**src/rtl/bcd_counter_9999_pkg.sv**
```systemverilog
// bcd_counter_9999_pkg: shared types, glyphs and BCD step helper for the 4-digit counter/display
package bcd_disp_pkg;
  typedef enum logic [1:0] {IDLE, RUN, HOLD} state_e;
  localparam logic [6:0] SEG_0 = 7'b1000000;
  localparam logic [6:0] SEG_1 = 7'b1111001;
  localparam logic [6:0] SEG_2 = 7'b0100100;
  localparam logic [6:0] SEG_3 = 7'b0110000;
  localparam logic [6:0] SEG_4 = 7'b0011001;
  localparam logic [6:0] SEG_5 = 7'b0010010;
  localparam logic [6:0] SEG_6 = 7'b0000010;
  localparam logic [6:0] SEG_7 = 7'b1111000;
  localparam logic [6:0] SEG_8 = 7'b0000000;
  localparam logic [6:0] SEG_9 = 7'b0010000;
  localparam logic [6:0] SEG_BLANK = 7'b1111111;
  localparam logic [3:0] ANODE_RESET = 4'b1110;
  // returns {wrap, next}: ripples a +/-1 step through four BCD digits
  function automatic logic [16:0] bcd_step(input logic [15:0] d, input logic up);
    logic [15:0] r;
    logic p;
    r = d;
    p = 1'b1;
    for (int i = 0; i < 4; i++) begin
      if (p) begin
        p = up ? d[i*4 +: 4] >= 4'd9 : d[i*4 +: 4] == 4'd0;
        r[i*4 +: 4] = up ? (p ? 4'd0 : d[i*4 +: 4] + 4'd1) : (p ? 4'd9 : d[i*4 +: 4] - 4'd1);
      end
    end
    return {p, r};
  endfunction
endpackage

```
**src/rtl/bcd_counter_9999_if.sv**
```systemverilog
// bcd_counter_9999_if: control strobes in, count and display pins out
interface bcd_counter_9999_if;
  logic itick;
  logic iup;
  logic istartstop;
  logic iclear;
  logic [15:0] oDigits;
  logic oCarry;
  logic oRunning;
  logic [3:0] oAnodes;
  logic [6:0] oSegments;
  modport master (output itick, iup, istartstop, iclear, input oDigits, oCarry, oRunning, oAnodes, oSegments);
  modport slave (input itick, iup, istartstop, iclear, output oDigits, oCarry, oRunning, oAnodes, oSegments);
endinterface

```
**src/rtl/bcd_counter_9999_seg7_decode.sv**
```systemverilog
// seg7_decode: BCD digit to active-low gfedcba segments, codes above 9 blank
module seg7_decode
  import bcd_disp_pkg::*;
(
  input  logic [3:0] bcd_i,
  output logic [6:0] seg_o
);
  always_comb begin
    case (bcd_i)
      4'd0: seg_o = SEG_0;
      4'd1: seg_o = SEG_1;
      4'd2: seg_o = SEG_2;
      4'd3: seg_o = SEG_3;
      4'd4: seg_o = SEG_4;
      4'd5: seg_o = SEG_5;
      4'd6: seg_o = SEG_6;
      4'd7: seg_o = SEG_7;
      4'd8: seg_o = SEG_8;
      4'd9: seg_o = SEG_9;
      default: seg_o = SEG_BLANK;
    endcase
  end
endmodule

```
**src/rtl/bcd_counter_9999.sv**
```systemverilog
// bcd_counter_9999: run/hold/clear BCD counter 0000-9999 with multiplexed 7-seg display
// Build option: define LEADING_ZERO_BLANK_EN to blank leading zero digits.
module bcd_counter_9999
  import bcd_disp_pkg::*;
#(
  parameter int SCAN_DIV = 50_000,
  parameter int SCAN_W = 16
) (
  input logic iclk,
  input logic irst,
  bcd_counter_9999_if.slave bus
);
  state_e state_q, state_d;
  logic [15:0] digits_q, digits_d;
  logic carry_q, carry_d, running_q, running_d, count_en, wrap, blank;
  logic [16:0] step;
  logic [SCAN_W-1:0] presc_q, presc_d;
  logic [1:0] idx_q, idx_d;
  logic [3:0] anodes_q, anodes_d;
  logic [6:0] seg_q, seg_d, dec;
  always_ff @(posedge iclk) begin
    if (!irst) state_q <= IDLE;
    else state_q <= state_d;
  end
  always_comb begin
    state_d = state_q;
    if (bus.iclear) state_d = IDLE;
    else if (bus.istartstop) state_d = state_q == RUN ? HOLD : RUN;
  end
  always_comb begin
    count_en = state_q == RUN && bus.itick && !bus.iclear;
    step = bcd_step(digits_q, bus.iup);
    digits_d = bus.iclear ? 16'h0000 : count_en ? step[15:0] : digits_q;
    carry_d = count_en && step[16];
    running_d = state_d == RUN;
  end
  // the display decodes the registered count, so it trails the count by one cycle
  always_comb begin
    wrap = presc_q == SCAN_W'(SCAN_DIV - 1);
    presc_d = wrap ? '0 : presc_q + 1'b1;
    idx_d = wrap ? idx_q + 2'd1 : idx_q;
    anodes_d = ~(4'b0001 << idx_d);
    seg_d = blank ? SEG_BLANK : dec;
  end
`ifdef LEADING_ZERO_BLANK_EN
  assign blank = |idx_d && (digits_q >> {idx_d, 2'b00}) == 16'h0000;
`else
  assign blank = 1'b0;
`endif
  seg7_decode u_dec (.bcd_i(digits_q[idx_d*4 +: 4]), .seg_o(dec));
  always_ff @(posedge iclk) begin
    if (!irst) begin
      digits_q <= 16'h0000;
      carry_q <= 1'b0;
      running_q <= 1'b0;
      presc_q <= '0;
      idx_q <= 2'd0;
      anodes_q <= ANODE_RESET;
      seg_q <= SEG_0;
    end else begin
      digits_q <= digits_d;
      carry_q <= carry_d;
      running_q <= running_d;
      presc_q <= presc_d;
      idx_q <= idx_d;
      anodes_q <= anodes_d;
      seg_q <= seg_d;
    end
  end
  assign bus.oDigits = digits_q;
  assign bus.oCarry = carry_q;
  assign bus.oRunning = running_q;
  assign bus.oAnodes = anodes_q;
  assign bus.oSegments = seg_q;
endmodule

```
**src/flat_wrapper.sv**
```systemverilog
// flat-port wrapper written by rule: the top's interface ports become plain ports
module bcd_counter_9999_flat import bcd_disp_pkg::*;
#(
  parameter int SCAN_DIV = 50_000,
  parameter int SCAN_W = 16
)
  (iclk, irst, bus_itick, bus_iup, bus_istartstop, bus_iclear, bus_oDigits, bus_oCarry, bus_oRunning, bus_oAnodes, bus_oSegments);
  bcd_counter_9999_if bus_i ();
  input logic iclk;
  input logic irst;
  input wire logic [$bits(bus_i.itick)-1:0] bus_itick;
  input wire logic [$bits(bus_i.iup)-1:0] bus_iup;
  input wire logic [$bits(bus_i.istartstop)-1:0] bus_istartstop;
  input wire logic [$bits(bus_i.iclear)-1:0] bus_iclear;
  output wire logic [$bits(bus_i.oDigits)-1:0] bus_oDigits;
  output wire logic [$bits(bus_i.oCarry)-1:0] bus_oCarry;
  output wire logic [$bits(bus_i.oRunning)-1:0] bus_oRunning;
  output wire logic [$bits(bus_i.oAnodes)-1:0] bus_oAnodes;
  output wire logic [$bits(bus_i.oSegments)-1:0] bus_oSegments;
  assign bus_i.itick = bus_itick;
  assign bus_i.iup = bus_iup;
  assign bus_i.istartstop = bus_istartstop;
  assign bus_i.iclear = bus_iclear;
  assign bus_oDigits = bus_i.oDigits;
  assign bus_oCarry = bus_i.oCarry;
  assign bus_oRunning = bus_i.oRunning;
  assign bus_oAnodes = bus_i.oAnodes;
  assign bus_oSegments = bus_i.oSegments;
  bcd_counter_9999 #(.SCAN_DIV(SCAN_DIV), .SCAN_W(SCAN_W)) u_core (.iclk(iclk), .irst(irst), .bus(bus_i));
endmodule
```
**config.mk**
```make
export PLATFORM = sky130hd
export DESIGN_NAME = bcd_counter_9999_flat
export DESIGN_NICKNAME = d
export VERILOG_FILES = /design/src/rtl/bcd_counter_9999_pkg.sv /design/src/rtl/bcd_counter_9999_if.sv /design/src/rtl/bcd_counter_9999_seg7_decode.sv /design/src/rtl/bcd_counter_9999.sv /design/src/flat_wrapper.sv
export SDC_FILE = /design/constraint.sdc
export NUM_CORES = 1
export LEC_CHECK = 0
export ABC_CLOCK_PERIOD_IN_PS = 2800
export CORE_UTILIZATION = 40
export CTS_BUF_LIST = sky130_fd_sc_hd__clkbuf_4 sky130_fd_sc_hd__clkbuf_8
export CTS_CLUSTER_SIZE = 14
export DETAILED_ROUTE_END_ITERATION = 8
export GPL_TIMING_DRIVEN = 0
export SYNTH_ARGS = -nofsm -noshare
export SYNTH_HDL_FRONTEND = slang
export SYNTH_HIERARCHICAL = 1
export SYNTH_SLANG_ARGS = --single-unit
```
**constraint.sdc**
```tcl
create_clock -name iclk -period 2.8 [get_ports iclk]
set_input_delay 0.56 -clock iclk [delete_from_list [all_inputs] [get_ports iclk]]
set_output_delay 0.56 -clock iclk [all_outputs]
set_load 0.005 [all_outputs]
```
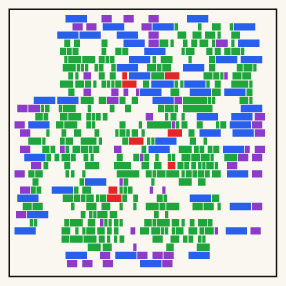
class_map.png
Scale: 3 px per um.
- green: remaining logic cells (cells 302)
- blue: registers (cells 49)
- red: clock drivers and dummy loads (cells 8)
- purple: remaining buffers and delay cells (cells 57)

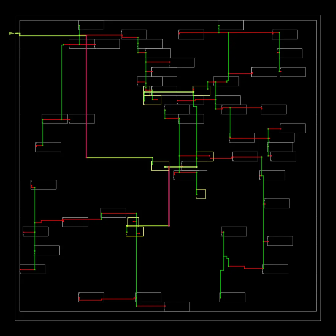
clock_nets.png
TritonCTS Sinks: 49
clock buffer count: 5
Flops: 49
clk_skew: 0.00983 ns
CTS buffer count: 5

==> impl_metrics.ini <==
; generated from flow reports
[worst_hold_path]
min_delay_path_depth = 1
min_from = u_core/presc_q[0]
whs_endpoint = u_core/presc_q[0]
hold_path.class = reg -> reg

[synthesis]
synth.net_count = 397
xor_share_pct = 4.96
yosys-top-cells-area = dfxtp_1 (33%), ha_1 (9.2%), nor2_1 (7.5%)
most_common_cell = nor2_1
synth_stat.cells = 369
top_cell_area_share_pct = 32.7
ys_sh_simple_pct = 27.7
synth_seq_share_pct = 32.7
syn_area_per_cell_um2 = 8.13
async_reset_ff_share_pct = 0
synthTopCellsByCount = nor2_1 (60), dfxtp_1 (49), o21ai_0 (23), a21oi_1 (22), ha_1 (22)
yosys_area_um2 = 3000
netlist_area_um2 = 3000
edf_count = 0
synthCells = 369
top_logic_kind = simple AND/OR/NAND/NOR gates
synth_flop_count = 49
mux_share_pct = 1.67
synth_area_leader_cell = dfxtp_1
synth_top_flop_cell = dfxtp_1
synth_cell_types = 59
synthAoiAreaFrac_pct = 18.5
ys_sh_adder_pct = 9.17
yosysWarnings = 6

[sta]
max-slew-margin-rel_pct = 62.8
fin_crit_sh_pct = 92.9
hold_violations = 0
setup_violations = 0
fin_hold_ws_ns = 0.436
layout_min_cycle_time_ns = 2.60
rsz0062_at_grt = false
tightest_slew_ns = 0.554
worst_slack_ns = 0.199
setup_tns_ns = 0
fmax_mhz = 384
slew_viol_final = 0

[clocking]
cts_tree = done
clk_latency_ns = 0.31
clk_pin_slew_ns = 0.10
postCtsHoldBufs = 0
post_cts_resized = 2
cts_htree_levels = 2
clock_path_buffers = 2
cts_root_buf = clkbuf_8
cts_setup_buffers = 3

[layout]
syn2layout_area_growth_pct = 22.0
n_antenna_cell = 0
fillers = 720
mi_logic_area_um2 = 1920
largest_cell_class = logic gates
layout_top_cell = nor2_1
comb_area_share_pct = 52.5
seq_area_share_pct = 26.8
comb_cells = 284
clock_area_share_pct = 2.46
drive_above_1_share_pct = 8.89
stdcell_area_um2 = 3660
buf_share_pct = 13.0
n_all_inverters = 18
finalNetCount = 443
final-seq-area_um2 = 982
buffers_excl_clock = 57
layout.cells.most_common_list = nor2_1 (58), dfxtp_1 (48), clkdlybuf4s50_1 (34), o21ai_0 (23)
utilization_pct = 50.5
instances_no_fill = 515

[global_routing]
grt_max_degree = 17
gr-total-overflow = 0
grt_antenna_before_repair = 0
use_met2_pct = 31.5
grt_use_met3_pct = 3.17
grt_pass1_vias = 2550
grt_busiest_layer = met2
met1_usage_pct = 26.5
grt.total_usage_pct = 19.4
grt_pass1_wl_um = 12000

[drt]
wl_met1_um = 3450
drt_iter0_markers = 145
vias = 2693
ant_nets = 0
wirelength_um = 6890
drt_drc_violations_left = 0
met2_length_um = 3030
dr_wl_met3_um = 349
top_layer = met4
wire_per_inst_um = 13.4
detail_route.vias_per_cell = 5.23
first_pass_iters = 4

[setup_path]
start_kind = register
crit_required_ns = 3.00
r2r_setup_slack_ns = 0.20
cp.arrival_ns = 2.80
worstSetupEndpointType = register
crit_fanout = 7
critical_path_class = reg -> reg
crit_end = u_core/bus.oSegments[0]
rr_worst_depth = 13
worstReg2RegEnd = u_core/bus.oSegments[0]
startpoint = u_core/presc_q[0]
regToRegStartpoint = u_core/presc_q[0]

[placed_design]
io_buffers = 34
finalWeightedCongestion = 0.878
dp_hpwl_um = 4930
dp_slack_ns = -0.476
placed_area_um2 = 3480
dp_cells = 502

[run]
cap_violations = 0
log.warning_count = 42

[power_and_ir_drop]
power_mw = 1.25
power.density_nw_per_um2 = 340
ir_drop_uv = 203
power.leakage_nw = 1.34

[floorplan]
fp_util_pct = 41.4
coreArea_um2 = 7250
fp.dieW_um = 88.6
rows = 31
ioPinCount = 35
tap_cells = 99
die_height_um = 88.6
die_area_um2 = 7850

[outcome]
outcome = complete, no violations
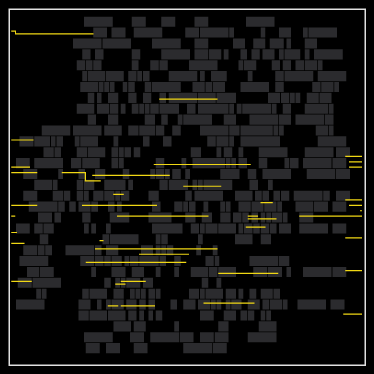
m3.png
Scale: 4 px per um. Cells faint in the background.
- main direction: horizontal
- longest straight run: 30.4 um
- wire length on this layer: 349 um

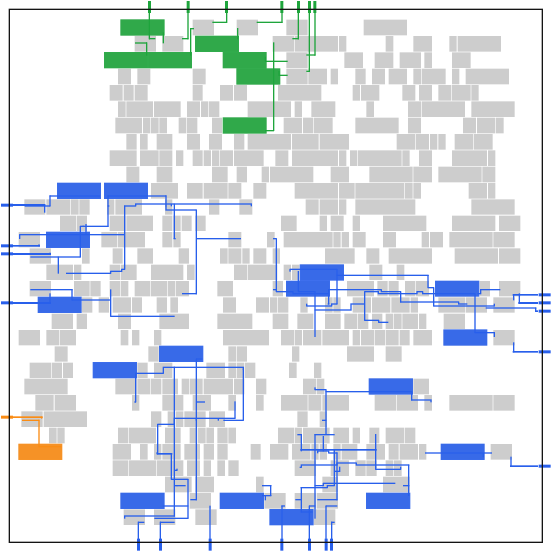
port_trees.png
Scale: 6 px per um.
- orange: bus_oRunning (bits 1; direction output; end cells 1; buffers 1; wire 15.9 um)
- green: bus_oSegments (bits 7; direction output; end cells 7; buffers 7; wire 80.2 um)
- blue: bus_oDigits (bits 16; direction output; end cells 16; buffers 16; wire 749 um)

## critical path: stages, from the launching register on
cell and delay [ns]:
dfxtp_2 0.34, ha_1 0.22, and3_4 0.22, nand4_1 0.13, buf_6 0.17, mux2i_4 0.29
nor2_1 0.08, nor2_2 0.16, inv_1 0.10, ha_1 0.18, or2_1 0.23, a21oi_2 0.16
nor2_1 0.06, and2_1 0.15
## sequential cells by signal (all words and copies together), names as in the netlist
name,flops
u_core/state_q,2
u_core/presc_q,16
u_core/bus.oRunning,1
u_core/bus.oDigits,16
u_core/bus.oSegments,7
u_core/bus.oCarry,1
u_core/bus.oAnodes,4
u_core/idx_q,2
## where the power goes
part	internal [mW]	switching (mW)
sequential	0.705	0.00600
combinational	0.0441	0.0615
clock	0.178	0.252
total	0.927	0.319
No activity file was given, so power comes from the tool's default toggle rates.
